**src/rtl/tx_lbuf_notify_pkg.sv**
```systemverilog
// Shared TLP definitions and notification-engine types for tx_lbuf_notify.
// The fmt/type codes and header field offsets are common with the RX DMA writer.
package tx_lbuf_notify_pkg;

    // TLP format/type codes for memory writes with data
    localparam logic [1:0] FMT_3DW_DATA = 2'b10;
    localparam logic [1:0] FMT_4DW_DATA = 2'b11;
    localparam logic [4:0] TYPE_MEM     = 5'b00000;

    // Header DW0 field offsets
    localparam int HDR_FMT_LSB   = 29;
    localparam int HDR_TYPE_LSB  = 24;
    localparam int HDR_TC_LSB    = 20;
    localparam int HDR_ATTR_LSB  = 12;
    localparam int HDR_LEN_LSB   = 0;

    // Header DW1 field offsets
    localparam int HDR_REQID_LSB = 16;
    localparam int HDR_TAG_LSB   = 8;
    localparam int HDR_LBE_LSB   = 4;
    localparam int HDR_FBE_LSB   = 0;

    // TRN remainder encodings
    localparam logic [7:0] TREM_8B   = 8'h00;
    localparam logic [7:0] TREM_4B   = 8'h0F;
    localparam logic [7:0] TREM_IDLE = 8'hFF;

    typedef enum logic [2:0] {
        ST_IDLE,
        ST_REQ,
        ST_H0,
        ST_H1,
        ST_D
    } state_t;

    // Payload DWs travel in host little-endian byte order
    function automatic logic [31:0] dw_byte_rev(input logic [31:0] dw);
        return {dw[7:0], dw[15:8], dw[23:16], dw[31:24]};
    endfunction

endpackage

```
**src/rtl/tx_notify_hdr.sv**
```systemverilog
// Combinational MWr header builder for the lbuf notification TLP.
// Picks a 4DW header whenever the upper address word is non-zero.
module tx_notify_hdr
    import tx_lbuf_notify_pkg::*;
(
    input  logic [63:2] addr,
    input  logic [9:0]  len,
    input  logic [7:0]  tag,
    input  logic [15:0] req_id,
    output logic [31:0] h0,
    output logic [31:0] h1,
    output logic [31:0] h2,
    output logic [31:0] h3,
    output logic        is4dw
);

    // Assemble the four header DWs from the current address, tag and requester ID
    always_comb begin
        is4dw = |addr[63:32];

        h0 = '0;
        h0[HDR_FMT_LSB  +: 2]  = is4dw ? FMT_4DW_DATA : FMT_3DW_DATA;
        h0[HDR_TYPE_LSB +: 5]  = TYPE_MEM;
        h0[HDR_TC_LSB   +: 3]  = 3'd0;
        h0[HDR_ATTR_LSB +: 2]  = 2'd0;
        h0[HDR_LEN_LSB  +: 10] = len;

        h1 = '0;
        h1[HDR_REQID_LSB +: 16] = req_id;
        h1[HDR_TAG_LSB   +: 8]  = tag;
        h1[HDR_LBE_LSB   +: 4]  = 4'hF;
        h1[HDR_FBE_LSB   +: 4]  = 4'hF;

        if (is4dw) begin
            h2 = addr[63:32];
            h3 = {addr[31:2], 2'b00};
        end else begin
            h2 = {addr[31:2], 2'b00};
            h3 = '0;
        end
    end

endmodule

```
**src/rtl/tx_lbuf_notify.sv**
```systemverilog
// lbuf completion notifier: turns each lbuf_dn pulse into a 2-DW posted MWr
// on the shared TRN tx interface, arbitrated against the RX DMA writer.
// Optional MSI signalling is enabled with the TX_LBUF_NOTIFY_MSI_EN macro.
module tx_lbuf_notify
    import tx_lbuf_notify_pkg::*;
#(
    parameter int NOTIFY_LEN_DW = 2,
    parameter int BUF_AV_BIT    = 1
) (
    input  logic        clk,
    input  logic        rst_n,
    input  logic [63:0] notify_addr,
    input  logic        notify_addr_vld,
    input  logic        lbuf_dn,
    input  logic        lbuf_dn_idx,
    input  logic [31:0] lbuf_dn_bytes,
    input  logic [15:0] cfg_completer_id,
    output logic        notify_req,
    input  logic        notify_gnt,
    output logic [63:0] trn_td,
    output logic [7:0]  trn_trem_n,
    output logic        trn_tsof_n,
    output logic        trn_teof_n,
    output logic        trn_tsrc_rdy_n,
    input  logic        trn_tdst_rdy_n,
    input  logic [3:0]  trn_tbuf_av,
    output logic        notify_ovf
`ifdef TX_LBUF_NOTIFY_MSI_EN
    ,
    output logic        cfg_interrupt_n,
    input  logic        cfg_interrupt_rdy_n
`endif
);

    state_t      state_q;
    state_t      state_d;
    logic [1:0]  pend_q;
    logic        ovf_q;
    logic [15:0] seq_q;
    logic        last_q;
    logic        cur_idx_q;

    logic [63:2] addr_q;
    logic [31:0] d1_q;
    logic [31:0] bytes_q [2];

    logic [1:0]  set_v;
    logic [1:0]  clr_v;
    logic        sel_idx;
    logic        start;
    logic        beat_acc;
    logic        eof_acc;
    logic [31:0] d0_w;
    logic [31:0] d1_w;
    logic [31:0] h0;
    logic [31:0] h1;
    logic [31:0] h2;
    logic [31:0] h3;
    logic        is4dw;
    logic        spare_unused;

    // DW alignment bits and the non-posted credit bits are not needed here
    assign spare_unused = ^{notify_addr[1:0], trn_tbuf_av};

    assign beat_acc = !trn_tsrc_rdy_n && !trn_tdst_rdy_n;
    assign eof_acc  = (state_q == ST_D) && beat_acc;
    assign start    = (state_q == ST_REQ) && notify_gnt && trn_tbuf_av[BUF_AV_BIT];
    // With both pending, prefer the index not served last (last_q resets to 1 so idx 0 goes first)
    assign sel_idx  = (pend_q[0] && pend_q[1]) ? ~last_q : pend_q[1];

    assign d0_w = dw_byte_rev({seq_q, 15'b0, cur_idx_q});
    assign d1_w = dw_byte_rev(d1_q);

    assign notify_ovf = ovf_q;

    tx_notify_hdr u_hdr (
        .addr   (addr_q),
        .len    (NOTIFY_LEN_DW[9:0]),
        .tag    (seq_q[7:0]),
        .req_id (cfg_completer_id),
        .h0     (h0),
        .h1     (h1),
        .h2     (h2),
        .h3     (h3),
        .is4dw  (is4dw)
    );

    // Per-index set/clear strobes; a set in the clearing cycle wins as a new event
    always_comb begin
        set_v = {lbuf_dn & lbuf_dn_idx, lbuf_dn & ~lbuf_dn_idx};
        clr_v = {eof_acc & cur_idx_q,   eof_acc & ~cur_idx_q};
    end

    // Control state: FSM, pending flags, overflow, sequence and arbitration history
    always_ff @(posedge clk or negedge rst_n) begin
        if (!rst_n) begin
            state_q   <= ST_IDLE;
            pend_q    <= 2'b00;
            ovf_q     <= 1'b0;
            seq_q     <= 16'd0;
            last_q    <= 1'b1;
            cur_idx_q <= 1'b0;
        end else begin
            state_q <= state_d;
            pend_q  <= (pend_q & ~clr_v) | set_v;
            ovf_q   <= ovf_q | (|(set_v & pend_q & ~clr_v));
            if (start) begin
                cur_idx_q <= sel_idx;
            end
            if (eof_acc) begin
                seq_q  <= seq_q + 16'd1;
                last_q <= cur_idx_q;
            end
        end
    end

    // Payload storage: byte counts per index, plus the TLP snapshot taken on entering H0
    always_ff @(posedge clk) begin
        if (lbuf_dn) begin
            bytes_q[lbuf_dn_idx] <= lbuf_dn_bytes;
        end
        if (start) begin
            addr_q <= notify_addr[63:2];
            // Bypass a count landing in the same cycle so the TLP carries the newest value
            if (lbuf_dn && (lbuf_dn_idx == sel_idx)) begin
                d1_q <= lbuf_dn_bytes;
            end else begin
                d1_q <= bytes_q[sel_idx];
            end
        end
    end

    // Next-state and TRN beat mux; every beat holds until accepted
    always_comb begin
        state_d        = state_q;
        notify_req     = 1'b0;
        trn_td         = '0;
        trn_trem_n     = TREM_IDLE;
        trn_tsof_n     = 1'b1;
        trn_teof_n     = 1'b1;
        trn_tsrc_rdy_n = 1'b1;

        case (state_q)
            ST_IDLE: begin
                if ((|pend_q) && notify_addr_vld) begin
                    state_d = ST_REQ;
                end
            end
            ST_REQ: begin
                notify_req = 1'b1;
                if (start) begin
                    state_d = ST_H0;
                end
            end
            ST_H0: begin
                notify_req     = 1'b1;
                trn_tsrc_rdy_n = 1'b0;
                trn_tsof_n     = 1'b0;
                trn_trem_n     = TREM_8B;
                trn_td         = {h0, h1};
                if (beat_acc) begin
                    state_d = ST_H1;
                end
            end
            ST_H1: begin
                notify_req     = 1'b1;
                trn_tsrc_rdy_n = 1'b0;
                trn_trem_n     = TREM_8B;
                trn_td         = is4dw ? {h2, h3} : {h2, d0_w};
                if (beat_acc) begin
                    state_d = ST_D;
                end
            end
            ST_D: begin
                notify_req     = 1'b1;
                trn_tsrc_rdy_n = 1'b0;
                trn_teof_n     = 1'b0;
                trn_trem_n     = is4dw ? TREM_8B : TREM_4B;
                trn_td         = is4dw ? {d0_w, d1_w} : {d1_w, 32'h0};
                if (beat_acc) begin
                    state_d = ST_IDLE;
                end
            end
            default: begin
                state_d = ST_IDLE;
            end
        endcase
    end

`ifdef TX_LBUF_NOTIFY_MSI_EN
    logic irq_q;

    assign cfg_interrupt_n = ~irq_q;

    // One outstanding interrupt; further EOFs before the core acknowledges fold into it
    always_ff @(posedge clk or negedge rst_n) begin
        if (!rst_n) begin
            irq_q <= 1'b0;
        end else begin
            irq_q <= eof_acc | (irq_q & cfg_interrupt_rdy_n);
        end
    end
`endif

endmodule

```
**config.mk**
```make
export PLATFORM = sky130hd
export DESIGN_NAME = tx_lbuf_notify
export DESIGN_NICKNAME = d
export VERILOG_FILES = /design/src/rtl/tx_lbuf_notify_pkg.sv /design/src/rtl/tx_notify_hdr.sv /design/src/rtl/tx_lbuf_notify.sv
export SDC_FILE = /design/constraint.sdc
export NUM_CORES = 1
export LEC_CHECK = 0
export ABC_AREA = 1
export CORE_AREA = 5 5 132 134
export DETAILED_ROUTE_END_ITERATION = 10
export DIE_AREA = 0 0 137 139
export PLACE_DENSITY = 0.85
export SLEW_MARGIN = 20
export SYNTH_ARGS = -nofsm -noshare
export SYNTH_HDL_FRONTEND = slang
export SYNTH_SLANG_ARGS = --single-unit
```
**constraint.sdc**
```tcl
create_clock -name clk -period 16.7 [get_ports clk]
set_input_delay 3.34 -clock clk [delete_from_list [all_inputs] [get_ports clk]]
set_output_delay 3.34 -clock clk [all_outputs]
set_load 0.02 [all_outputs]
```
==> images/layer_met3.png <==
(3 px per µm)
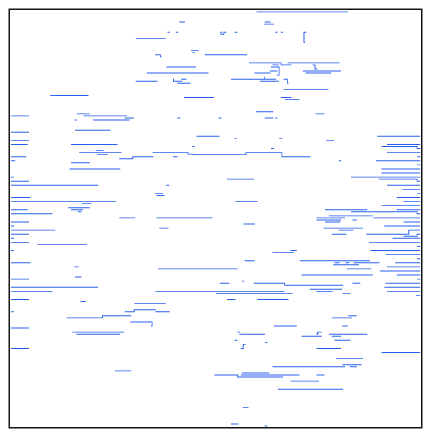
- longest straight run: 42.8 µm
- main direction: horizontal

==> images/sizes.png <==
(3 px per µm)
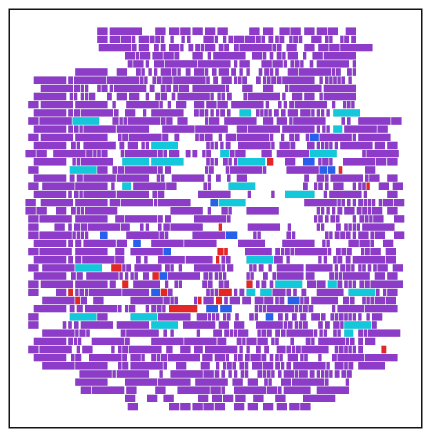
- _3 and _4 cells: blue (cells 15; share 1.4%; most used buf_4)
- _0 and _1 cells: purple (cells 1004; share 94%; most used nand2_1)
- _2 cells: red (cells 19; share 1.8%; most used inv_2)
- _6 and larger: cyan (cells 27; share 2.5%; most used clkbuf_16)
area growth from synthesis to final layout: 30.49%
Layout Cell Area excl Fill: 11160 µm²
worst setup slack after layout: 8688 ps

==> images/logic_types.png <==
(3 px per µm)
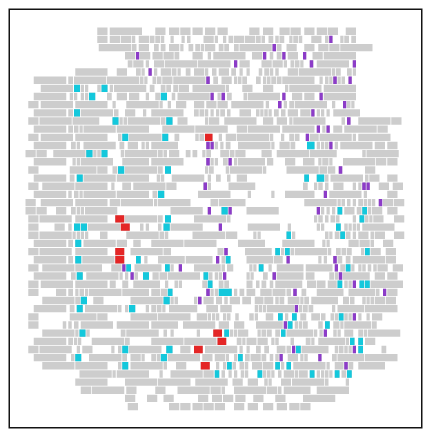
- inverters: purple (cells 64; most used inv_1)
- AND-OR and OR-AND gates: red (cells 9; most used a22o_1)
- inverting AOI/OAI gates: cyan (cells 79; most used a31oi_1)

==> impl_metrics.py <==
# Synthesis and PnR figures
metrics = {
    "layout": {
        "sh_seq_area_pct": 47.90,
        "bufAreaShareNonClock_pct": 18.14,
        "nFillCells": 1185,
        "number_of_nets_in_the_final_layout": 1176,
        "insertedDiodeCount": 1,
        "largest_register_ff_count": 64,
        "post_route_cells_drive_above_1_share_pct": 5.728,
    },
    "pwr": {
        "power_clock_uw": 387,
        "totalPowerFinal_mw": 1.662,
    },
    "synthesis": {
        "ys_sh_mux_pct": 0,
        "post_synth_inst_count": 884,
        "synthDistinctLibCells": 29,
        "synthFlopType": "edfxtp_1",
        "synth_area_leader_cell": "edfxtp_1",
        "yosys.area_share.aoi_pct": 6.173,
        "post_synth.cell_area_avg_um2": 9.676,
    },
    "setup_path": {
        "timing.critical_path.slowest_stage_cell": "clkdlybuf4s50_1",
        "rr_worst_depth": 7,
        "reg2reg_from": "pend_q[0]$_DFF_PN0_",
        "critical_path.endpoint": "trn_td[24]",
        "kind_of_cell_with_the_highest_combined_delay_on_the_critical_path": "buffers and inverters",
    },
    "final_timing": {
        "finalClockPeriodUsage_pct": 47.98,
        "max-slew-margin-rel_pct": 38.86,
        "fmax_ghz": 0.1248,
        "timing.hold.ws_ps": 476.2,
        "finalClockSkew_ps": 15.36,
    },
    "placed_design": {
        "routabilityCongestion": 0.9102,
        "buffer_ports.inserted": 194,
    },
    "global_routing": {
        "globalRouteMet3Util_pct": 4.935,
        "gr-total-overflow": 0,
        "gr-usage-all-layers_pct": 24.82,
    },
    "floorplanning": {
        "row_count": 47,
        "ioPinCount": 200,
        "core_region_area_um2": 16170,
    },
    "cts": {
        "cts_hold_buffers": 0,
        "post_cts_resize_count": 0,
        "clk_path_buf_depth": 2,
    },
    "worst_hold_path": {
        "hold_end": "last_q$_DFFE_PN1N_",
        "worstHoldStart": "last_q$_DFFE_PN1N_",
    },
    "detailed_routing": {
        "wire_length_on_met2_um": 11720,
    },
    "run_status": {
        "status": "finished, final reports clean",
    },
}
No activity file was given, so power comes from the tool's default toggle rates.
